File: src/rtl/weight_seq_pkg.sv
// rtl/weight_seq_pkg.sv - shared states and constants for the weight load sequencer
// Contents: sequencer state encoding, bank/width constants, width helper.
package weight_seq_pkg;

    typedef enum logic [1:0] {
        ST_IDLE  = 2'd0,
        ST_LOAD  = 2'd1,
        ST_DRAIN = 2'd2,
        ST_ARMED = 2'd3
    } seq_state_t;

    localparam logic BANK_0      = 1'b0;
    localparam int   BANK_W      = 1;
    localparam int   LAYER_CNT_W = 8;

    // Index width that stays legal (>= 1 bit) for single-entry ranges.
    function automatic int width_of(input int n);
        return (n > 1) ? $clog2(n) : 1;
    endfunction

endpackage

File: src/rtl/weight_addr_gen.sv
// rtl/weight_addr_gen.sv - read index / address counter for one layer load
// Ports:
//   clk, rst          clock, synchronous active-high reset
//   start, base       restart the walk at index 0, address base
//   advance           step to the next index
//   addr              current read address (wraps modulo 2^ADDR_W)
//   mac_idx, row      current index split into MAC column and row
//   last              current index is the final one of the layer
module weight_addr_gen
    import weight_seq_pkg::*;
#(
    parameter int N_MACS = 4,
    parameter int K_ROWS = 4,
    parameter int ADDR_W = 8,
    localparam int TOTAL = N_MACS * K_ROWS,
    localparam int IDX_W = width_of(TOTAL),
    localparam int MAC_W = width_of(N_MACS),
    localparam int ROW_W = width_of(K_ROWS)
) (
    input  logic              clk,
    input  logic              rst,
    input  logic              start,
    input  logic [ADDR_W-1:0] base,
    input  logic              advance,
    output logic [ADDR_W-1:0] addr,
    output logic [MAC_W-1:0]  mac_idx,
    output logic [ROW_W-1:0]  row,
    output logic              last
);

    logic [IDX_W-1:0] idx;
    logic             row_wrap;

    // Row and column are counted directly instead of dividing the index.
    assign row_wrap = (row == ROW_W'(K_ROWS - 1));
    assign last     = (idx == IDX_W'(TOTAL - 1));

    always_ff @(posedge clk) begin
        if (rst) begin
            idx     <= '0;
            addr    <= '0;
            mac_idx <= '0;
            row     <= '0;
        end else if (start) begin
            idx     <= '0;
            addr    <= base;
            mac_idx <= '0;
            row     <= '0;
        end else if (advance) begin
            idx  <= idx + 1'b1;
            addr <= addr + 1'b1;
            if (row_wrap) begin
                row     <= '0;
                mac_idx <= mac_idx + 1'b1;
            end else begin
                row <= row + 1'b1;
            end
        end
    end

endmodule

File: src/rtl/weight_load_sequencer.sv
// rtl/weight_load_sequencer.sv - double-buffered weight loader for a MAC array
// Ports:
//   clk, rst                    clock, synchronous active-high reset
//   cmd_valid/cmd_ready/cmd_base  layer-load request and its first weight address
//   mem_rd_en/mem_addr/mem_rd_data weight memory read port, 1-cycle read latency
//   w_data/w_load_en/w_row/w_bank  write port into the shadow weight bank
//   act_bank                    bank currently used by compute
//   compute_start/compute_done  compute handshake pulses
//   busy, layer_cnt             activity flag, count of layers started
module weight_load_sequencer
    import weight_seq_pkg::*;
#(
    parameter int N_MACS = 4,
    parameter int K_ROWS = 4,
    parameter int ADDR_W = 8,
    parameter int DATA_W = 8,
    localparam int ROW_W = width_of(K_ROWS)
) (
    input  logic                   clk,
    input  logic                   rst,
    input  logic                   cmd_valid,
    output logic                   cmd_ready,
    input  logic [ADDR_W-1:0]      cmd_base,
    output logic                   mem_rd_en,
    output logic [ADDR_W-1:0]      mem_addr,
    input  logic [DATA_W-1:0]      mem_rd_data,
    output logic [DATA_W-1:0]      w_data,
    output logic [N_MACS-1:0]      w_load_en,
    output logic [ROW_W-1:0]       w_row,
    output logic                   w_bank,
    output logic                   act_bank,
    output logic                   compute_start,
    input  logic                   compute_done,
    output logic                   busy,
    output logic [LAYER_CNT_W-1:0] layer_cnt
);

    localparam int MAC_W = width_of(N_MACS);

    seq_state_t       state, next_state;
    logic             compute_active;
    logic             accept, swap, gen_last, gen_advance;
    logic [MAC_W-1:0] gen_mac, pend_mac;
    logic [ROW_W-1:0] gen_row, pend_row;
    logic             pend_valid;
    logic             active_d, cmd_ready_d, rd_en_d, busy_d;

    assign accept      = cmd_valid & cmd_ready;
    assign gen_advance = (state == ST_LOAD) & ~gen_last;
    // Swap banks when the previous compute is finished or finishing now.
    assign swap        = (state == ST_ARMED) & (~compute_active | compute_done);

    weight_addr_gen #(
        .N_MACS (N_MACS),
        .K_ROWS (K_ROWS),
        .ADDR_W (ADDR_W)
    ) u_addr_gen (
        .clk     (clk),
        .rst     (rst),
        .start   (accept),
        .base    (cmd_base),
        .advance (gen_advance),
        .addr    (mem_addr),
        .mac_idx (gen_mac),
        .row     (gen_row),
        .last    (gen_last)
    );

    always_ff @(posedge clk) begin
        if (rst) state <= ST_IDLE;
        else     state <= next_state;
    end

    always_comb begin
        next_state = state;
        case (state)
            ST_IDLE:  if (accept)   next_state = ST_LOAD;
            ST_LOAD:  if (gen_last) next_state = ST_DRAIN;
            ST_DRAIN:               next_state = ST_ARMED;
            ST_ARMED: if (swap)     next_state = ST_IDLE;
            default:                next_state = ST_IDLE;
        endcase
    end

    // Registered outputs are loaded from next-cycle values so they line up
    // with the state they describe.
    always_comb begin
        active_d = compute_active;
        if (swap)
            active_d = 1'b1;
        else if (compute_done & compute_active)
            active_d = 1'b0;
        cmd_ready_d = (next_state == ST_IDLE);
        rd_en_d     = (next_state == ST_LOAD);
        busy_d      = (next_state != ST_IDLE) | active_d;
    end

    always_ff @(posedge clk) begin
        if (rst) begin
            compute_active <= 1'b0;
            act_bank       <= BANK_0;
            layer_cnt      <= '0;
            compute_start  <= 1'b0;
            cmd_ready      <= 1'b1;
            busy           <= 1'b0;
            mem_rd_en      <= 1'b0;
            pend_valid     <= 1'b0;
            pend_mac       <= '0;
            pend_row       <= '0;
            w_load_en      <= '0;
            w_data         <= '0;
            w_row          <= '0;
            w_bank         <= BANK_0;
        end else begin
            compute_active <= active_d;
            compute_start  <= swap;
            cmd_ready      <= cmd_ready_d;
            busy           <= busy_d;
            mem_rd_en      <= rd_en_d;
            if (swap) begin
                act_bank  <= ~act_bank;
                layer_cnt <= layer_cnt + 1'b1;
            end
            // Remember where the outstanding read goes; its data lands next cycle.
            pend_valid <= mem_rd_en;
            pend_mac   <= gen_mac;
            pend_row   <= gen_row;
            if (pend_valid) begin
                w_load_en <= N_MACS'(1) << pend_mac;
                w_data    <= mem_rd_data;
                w_row     <= pend_row;
                w_bank    <= ~act_bank;
            end else begin
                w_load_en <= '0;
            end
        end
    end

endmodule

File: config.mk
export PLATFORM = sky130hd
export DESIGN_NAME = weight_load_sequencer
export DESIGN_NICKNAME = d
export VERILOG_FILES = /design/src/rtl/weight_seq_pkg.sv /design/src/rtl/weight_addr_gen.sv /design/src/rtl/weight_load_sequencer.sv
export SDC_FILE = /design/constraint.sdc
export NUM_CORES = 1
export LEC_CHECK = 0
export CORE_MARGIN = 3
export CORE_UTILIZATION = 47
export CTS_CLUSTER_SIZE = 20
export DETAILED_ROUTE_END_ITERATION = 8
export PLACE_DENSITY = 0.78
export SLEW_MARGIN = 20
export SYNTH_ARGS = -nofsm -noshare
export SYNTH_HDL_FRONTEND = slang
export SYNTH_SLANG_ARGS = --single-unit
File: constraint.sdc
create_clock -name clk -period 1.7 [get_ports clk]
set_input_delay 0.17 -clock clk [delete_from_list [all_inputs] [get_ports clk]]
set_output_delay 0.17 -clock clk [all_outputs]
set_load 0.005 [all_outputs]
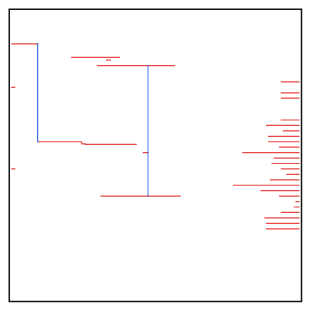
run_1/wires.png
(4 px per um) Two of the layers only.
Key: red = metal 3 [wire length 239 um]; blue = metal 4 [wire length 57.1 um]
routed len/inst: 12.94 um
final wirelength: 4.297 mm
Global Route Usage Sum: 17.50%
routed via count: 1684

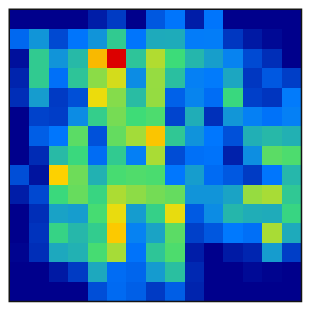
run_1/metal_density.png
(4 px per um) The die is cut into 15 by 15 equal tiles; dark blue is low, red is high, scaled to the fullest tile. Values are wire area over tile area, all layers added.
15% of the tiles are nearly empty. The densest ninth of the die: center. The mean over all tiles is 0.13. 18% of the tiles are over half the peak. The fullest tile reaches 0.45.

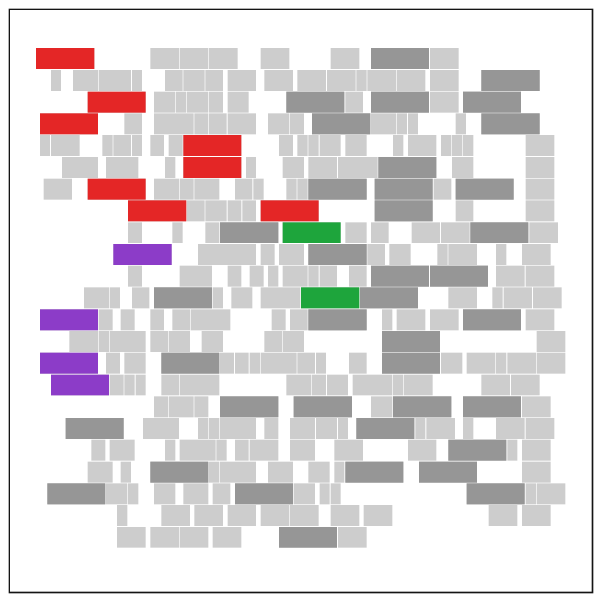
run_1/flops_by_reg.png
(8 px per um)
Key: purple = u_addr_gen.idx [flops 4, where west]; red = layer_cnt [flops 8, where north-west]; green = u_addr_gen.mac_idx [flops 2]
FF+latch area: 0.001041 mm2
Finished Core Util: 67.93%
seq pwr: 1310 uW
Seq area share: 36.98%

==> flow_metrics.env, run 1 <==
# flow metrics
export IMPL_grtUsageMet2_pct=29.56
export IMPL_syn_num_nets=244
export IMPL_ys_seq_share_pct=49.76
export IMPL_largest_class="registers"
export IMPL_dp_cells=324
export IMPL_chipWidth_um=72.72
export IMPL_die_size_y_um=72.72
export IMPL_rr_endpoint="u_addr_gen.addr[7]$_SDFFE_PP0P_"
export IMPL_cts_tree="done"
export IMPL_hold_path_end="u_addr_gen.addr[4]$_SDFFE_PP0P_"
export IMPL_nWellTaps=50
export IMPL_logic_gates=152
export IMPL_crit_buf_inv=0
export IMPL_min_period_ns=1.571
export IMPL_rsz0062_at_grt="false"
export IMPL_warnings=26
export IMPL_clock_path_buffers=2
export IMPL_top_layer_used="met4"
export IMPL_met3_length_um=238
export IMPL_critPathLaunchType="flop"
export IMPL_layout_top_cell="clkdlybuf4s50_1"
export IMPL_synth_chip_area_mm2=0.002092
export IMPL_synth_cell_types=36
export IMPL_nNonClkInverters=3
export IMPL_status="completed"
export IMPL_dp_hpwl_mm=3.227
export IMPL_cp_max_fo=6
export IMPL_hold_depth=3
export IMPL_cpMaxStageDelayCell="dfxtp_1"
export IMPL_p_seq_share_pct=56.4
export IMPL_dp_worst_setup_slack_ns=0.03779
export IMPL_grt_pass1_vias=1616
export IMPL_tightest_slew_ns=0.3537
export IMPL_period_used_pct=92.40
export IMPL_drive_gt1_share_pct=10.64
export IMPL_setup_viol=0
export IMPL_m1WireLength_mm=1.927
export IMPL_synth_most_common_cell="dfxtp_1"
export IMPL_netlist_top_cells_count="52 x dfxtp_1, 34 x nor2_1, 16 x nand2_1"
export IMPL_core_area_mm2=0.004144
export IMPL_post_cts_buffers=0
export IMPL_diodes=0
export IMPL_drv_slew=0
export IMPL_comb_power_uw=282
export IMPL_ys_sh_xor_pct=5.443
export IMPL_power_frac_comb_pct=12.2
export IMPL_placementRows=23
export IMPL_gp_congestion=0.8144
export IMPL_overflow=0
export IMPL_ir_drop_mv=0.5180
export IMPL_comb_share_pct=34.22
export IMPL_cts_root_buffer="clkbuf_8"
export IMPL_rr_worst_depth=5
export IMPL_cts_buffers=5
export IMPL_r2r_start="u_addr_gen.idx[0]$_SDFFE_PP0P_"
export IMPL_chipArea_mm2=0.005287
export IMPL_clock_fmax_ghz=0.6366
export IMPL_ys_sh_aoi_pct=7.775
export IMPL_synth_top_flop_cell="dfxtp_1"
export IMPL_placed_area_mm2=0.002718
export IMPL_portBuffers=55
export IMPL_synthTopCellsByArea="dfxtp_1 50%, nor2_1 6.1%, mux2i_1 5.7%, xnor2_1 2.9%, a21oi_1 2.9%"
export IMPL_cpPeakStageDelay_ns=0.34
export IMPL_slew_headroom_pct=76.42
export IMPL_ys_flops=52
export IMPL_most_common_layout_cells="55 x clkdlybuf4s50_1, 52 x dfxtp_1, 34 x nor2_1"
export IMPL_layoutNonFillerInstCount=332
export IMPL_drt_iter0_markers=59
export IMPL_cts_sinks=52
export IMPL_maxCapViolations=0
export IMPL_hold_path_class="in2reg"
export IMPL_nClkBuffers=5
export IMPL_power_switching_uw=586.1
export IMPL_comb_area_um2=963.4
export IMPL_met3_usage_pct=4.408
export IMPL_synth_edff_count=0
export IMPL_htree_levels=2
export IMPL_drc=0
export IMPL_ys_warn_count=0
export IMPL_swShare_pct=25.28
export IMPL_whs_ns=0.4481
export IMPL_design_area_mm2=0.002815
export IMPL_clkSlewWorstSetupHoldPaths_ns=0.09
export IMPL_critical_path_class="reg2reg"
export IMPL_viasPerCell=5.072
## run 1: how the worst max path moves through the flow
stage / start / to / cells after the start
2_1_floorplan: u_addr_gen.idx[0]$_SDFFE_PP0P_ / u_addr_gen.addr[5]$_SDFFE_PP0P_ / 6
3_3_place_gp: compute_done / layer_cnt[7]$_SDFFE_PP0P_ / 5
3_5_place_dp: compute_done / layer_cnt[7]$_SDFFE_PP0P_ / 5
4_1_cts: u_addr_gen.idx[0]$_SDFFE_PP0P_ / u_addr_gen.addr[5]$_SDFFE_PP0P_ / 5
5_1_grt: u_addr_gen.idx[0]$_SDFFE_PP0P_ / u_addr_gen.addr[5]$_SDFFE_PP0P_ / 5
6_report: u_addr_gen.idx[0]$_SDFFE_PP0P_ / u_addr_gen.addr[7]$_SDFFE_PP0P_ / 5
run_1/placement.png
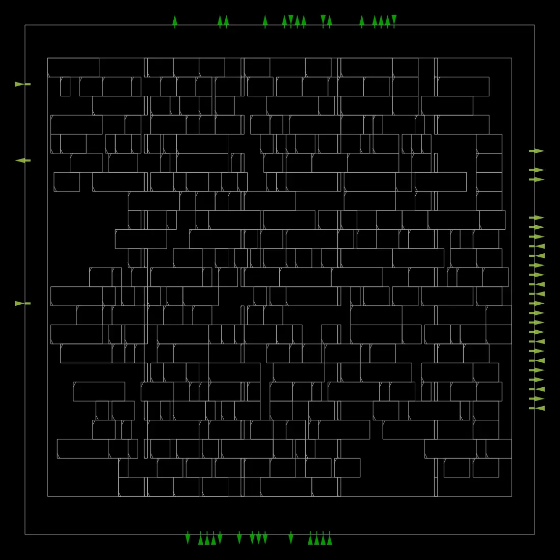

==> run 2, diff against run 1 <==
TNS_END_PERCENT = 30   (was not set)
clock period = 1.5 ns   (was 1.7 ns; I/O delays follow)
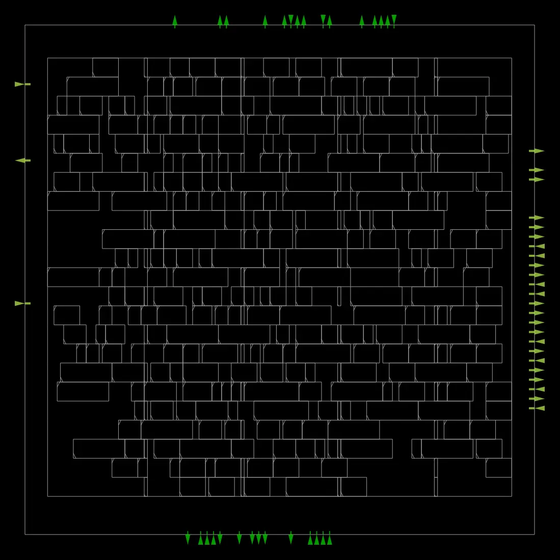
run_2/placement.png
well tap count: 50
Seq area share: 35.96%
Post-Layout Cell Count: 340
flop count: 52
row count: 23

==> run 2 against run 1 <==
Net effect: final area grew 3.2%; combinational power grew 22%; flip-flop count is the same; via count grew 2.4%; first-iteration DRC count shrank 41%; final cell count grew 2.4%; sequential share of layout area shrank 1.0 points; non-clock buffer count grew 8; critical endpoint is now u_addr_gen.addr[6]$_SDFFE_PP0P_; routed wire length grew 5.7%; die area is the same.
==> flow_metrics.env, run 2 <==
# flow metrics
export IMPL_logic_gates=152
export IMPL_largest_class="registers"
export IMPL_grt_pass1_vias=1620
export IMPL_critPathLaunchType="flop"
export IMPL_cp_endpoint="u_addr_gen.addr[6]$_SDFFE_PP0P_"
export IMPL_tightest_slew_ns=0.3605
export IMPL_crit_start="u_addr_gen.idx[0]$_SDFFE_PP0P_"
export IMPL_critical_path_class="reg2reg"
export IMPL_setup_viol=0
export IMPL_grt_util_all_layers_pct=18.39
export IMPL_hold_depth=3
export IMPL_rsz0062_at_grt="true"
export IMPL_cts_sinks=52
export IMPL_rr_endpoint="u_addr_gen.addr[6]$_SDFFE_PP0P_"
export IMPL_period_used_pct=99.24
export IMPL_drive_gt1_share_pct=14.14
export IMPL_status="completed"
export IMPL_dp_hpwl_mm=3.401
export IMPL_r2r_start="u_addr_gen.idx[0]$_SDFFE_PP0P_"
export IMPL_hold_path_class="in2reg"
export IMPL_tns_ns=0
export IMPL_comb_area_um2=989.7
export IMPL_core_area_mm2=0.004144
export IMPL_cts_buffers=5
export IMPL_hold_path_end="u_addr_gen.addr[2]$_SDFFE_PP0P_"
export IMPL_clkSlewWorstSetupHoldPaths_ns=0.10
export IMPL_skew_ns=0.01034
export IMPL_vias=1725
export IMPL_cts_root_buffer="clkbuf_8"
export IMPL_overflow=0
export IMPL_post_cts_buffers=0
export IMPL_synthTopCellsByArea="dfxtp_1 50%, nor2_1 6.1%, mux2i_1 5.7%, xnor2_1 2.9%, a21oi_1 2.9%"
export IMPL_nClkBuffers=5
export IMPL_wirelength_mm=4.544
export IMPL_maxCapViolations=0
export IMPL_diodes=0
export IMPL_gp_congestion=0.8074
export IMPL_chipWidth_um=72.72
export IMPL_clock_path_buffers=2
export IMPL_min_period_ns=1.489
export IMPL_syn_num_nets=244
export IMPL_netlist_top_cells_count="52 x dfxtp_1, 34 x nor2_1, 16 x nand2_1"
export IMPL_whs_ns=0.4223
export IMPL_synth_top_flop_cell="dfxtp_1"
export IMPL_htree_levels=2
export IMPL_hold_viol=0
export IMPL_slew_headroom_pct=75.97
export IMPL_cts_tree="done"
export IMPL_drc=0
export IMPL_synth_chip_area_mm2=0.002092
export IMPL_wl_per_cell_um=13.36
export IMPL_dp_cells=332
export IMPL_placed_area_mm2=0.002778
export IMPL_synth_edff_count=0
export IMPL_ys_sh_xor_pct=5.443
export IMPL_synth_most_common_cell="dfxtp_1"
export IMPL_warnings=27
export IMPL_topCombFamilyByArea="simple AND/OR/NAND/NOR gates"
export IMPL_design_area_mm2=0.002905
export IMPL_most_common_layout_cells="55 x clkdlybuf4s50_1, 49 x dfxtp_1, 34 x nor2_1"
export IMPL_ys_sh_aoi_pct=7.775
export IMPL_ys_seq_share_pct=49.76
export IMPL_ys_flops=52
export IMPL_synth_cell_types=36
export IMPL_nNonClkInverters=3
export IMPL_portBuffers=55
export IMPL_drt_iter0_markers=35
export IMPL_rr_worst_depth=5
export IMPL_ir_drop_mv=0.5251
export IMPL_die_size_y_um=72.72
export IMPL_viasPerCell=5.074
export IMPL_seq_area_mm2=0.001045
export IMPL_cp_max_fo=6
export IMPL_ys_warn_count=0
export IMPL_clock_fmax_ghz=0.6718
[run 2: per-layer routing]
| layer | global-route usage, % | vias up | share of wire [%] |
|---|---|---|---|
| met4 | 5.533 | 0 | 1.1 |
| met3 | 5.234 | 5 | 5.1 |
| met5 | 0 | - | 0 |
| met1 | 22.79 | 789 | 45 |
| li1 | - | 890 | - |
| met2 | 30.96 | 41 | 49 |
[run 2: critical path, cell delays in order (launching register included)]
cell and delay [ns]:
dfxtp_1 0.33, ha_1 0.23, and3_4 0.23, nor4_2 0.29
xnor2_1 0.10, a211oi_1 0.23
[run 2: report_power, final]
| part | leakage (uW) | internal (uW) | switching (uW) |
|---|---|---|---|
| combinational | 0.000610 | 203 | 141 |
| clock | 0.0000463 | 343 | 491 |
| sequential | 0.000424 | 1430 | 46.9 |
run_2/wires.png
(4 px per um) Two of the layers only.
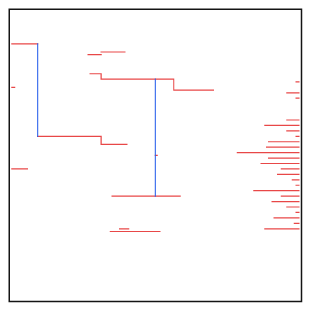

==> run 3, diff against run 2 <==
PLACE_DENSITY = 0.75   (was 0.78)
SKIP_LAST_GASP = 1   (was not set)
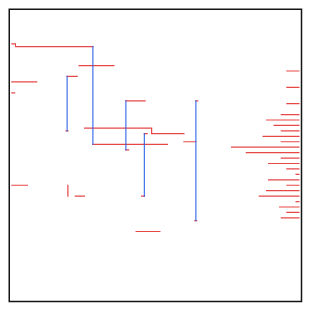
run_3/wires.png
(4 px per um) Two of the layers only.
Key: red = metal 3 [wire length 242 um]; blue = metal 4 [wire length 95.9 um]

==> run 3 against run 2 <==
Net effect: critical endpoint is now layer_cnt[3]; highest routed layer unchanged; clock power is 5.4% lower; register-to-register slack better by 0.07 ns; clock skew is 0.0083 ns lower; maximum frequency is 4.4% higher; via count is 1.5% higher; critical path type is now reg2out; die area stayed put.
==> flow_metrics.env, run 3 <==
# flow metrics
export IMPL_setup_viol=0
export IMPL_powerClk_uw=789
export IMPL_synth_edff_count=0
export IMPL_maxCapViolations=0
export IMPL_power_frac_comb_pct=13.4
export IMPL_dp_hpwl_mm=3.262
export IMPL_cpMaxStageDelayCell="clkdlybuf4s50_1"
export IMPL_layout_top_cell="clkdlybuf4s50_1"
export IMPL_ys_flops=52
export IMPL_hold_viol=0
export IMPL_ys_sh_aoi_pct=7.775
export IMPL_hold_path_end="u_addr_gen.addr[0]$_SDFFE_PP0P_"
export IMPL_clkSlewWorstSetupHoldPaths_ns=0.09
export IMPL_viasPerCell=5.135
export IMPL_rr_worst_depth=5
export IMPL_slew_headroom_pct=75.52
export IMPL_nNonClkInverters=3
export IMPL_p_seq_uw=1480
export IMPL_warnings=28
export IMPL_ir_drop_mv=0.7785
export IMPL_synth_cell_types=36
export IMPL_placed_area_mm2=0.002778
export IMPL_clock_fmax_ghz=0.7011
export IMPL_crit_start="layer_cnt[3]$_SDFFE_PP0P_"
export IMPL_dp_cells=332
export IMPL_cts_tree="done"
export IMPL_status="completed"
export IMPL_comb_power_uw=350
export IMPL_synthTopCellsByArea="dfxtp_1 50%, nor2_1 6.1%, mux2i_1 5.7%, xnor2_1 2.9%, a21oi_1 2.9%"
export IMPL_tns_ns=0
export IMPL_r2r_start="u_addr_gen.idx[0]$_SDFFE_PP0P_"
export IMPL_dp_worst_setup_slack_ns=-0.1618
export IMPL_cp_max_fo=6
export IMPL_p_int_uw=1974
export IMPL_crit_buf_inv=1
export IMPL_power_switching_uw=645.9
export IMPL_gp_congestion=0.8138
export IMPL_cp_cell_sequence="clkdlybuf4s50_1"
export IMPL_rsz0062_at_grt="true"
export IMPL_most_common_layout_cells="55 x clkdlybuf4s50_1, 48 x dfxtp_1, 34 x nor2_1"
export IMPL_netlist_top_cells_count="52 x dfxtp_1, 34 x nor2_1, 16 x nand2_1"
export IMPL_grt_pass1_vias=1681
export IMPL_ys_sh_xor_pct=5.443
export IMPL_hold_path_class="in2reg"
export IMPL_topCombFamilyByArea="simple AND/OR/NAND/NOR gates"
export IMPL_wl_per_cell_um=13.02
export IMPL_maxPowerGroup="registers"
export IMPL_p_clk_share_pct=30.1
export IMPL_design_area_mm2=0.002917
export IMPL_nWellTaps=50
export IMPL_overflow=0
export IMPL_chipArea_mm2=0.005287
export IMPL_swShare_pct=24.65
export IMPL_postLayoutCoreUtil_pct=70.38
export IMPL_grt_util_all_layers_pct=17.89
export IMPL_p_seq_share_pct=56.5
export IMPL_htree_levels=2
export IMPL_nClkBuffers=6
export IMPL_logic_gates=152
export IMPL_die_size_y_um=72.72
export IMPL_drive_gt1_share_pct=15.46
export IMPL_cp_endpoint="layer_cnt[3]"
export IMPL_min_period_ns=1.426
export IMPL_ys_seq_share_pct=49.76
export IMPL_layoutNonFillerInstCount=341
export IMPL_hold_depth=3
export IMPL_drv_slew=0
export IMPL_sh_seq_area_pct=35.86
export IMPL_comb_area_um2=996.0
export IMPL_synth_most_common_cell="dfxtp_1"
export IMPL_diodes=0
==> run 3: cell counts after synthesis <==
Identical to the previous run, type by type.
==> run 3: per-layer routing <==
metal | GRT usage, % | vias up | part of all wire (%)
met5 | 0 | - | 0
met4 | 8.402 | 0 | 2.1
met3 | 3.994 | 11 | 5.4
met2 | 28.96 | 48 | 47
met1 | 22.56 | 802 | 46
li1 | - | 890 | -
==> run 3: repair_timing <==
item                       in CTS  in global routing
gates resized                   0                 12
hold buffers                    0                  0
setup endpoints to repair       3                  9
setup buffers                   0                  1
pin swaps                       1                  4
==> run 3: worst reg2reg max path: cells and delay by family (launching register included) <==
family | cells | cell delay [ns]
simple gates | 2 | 0.52
compound gates | 1 | 0.21
flops | 1 | 0.33
xor+xnor | 1 | 0.09
fa+ha+maj | 1 | 0.20
Power is estimated from default activity; no workload was simulated.
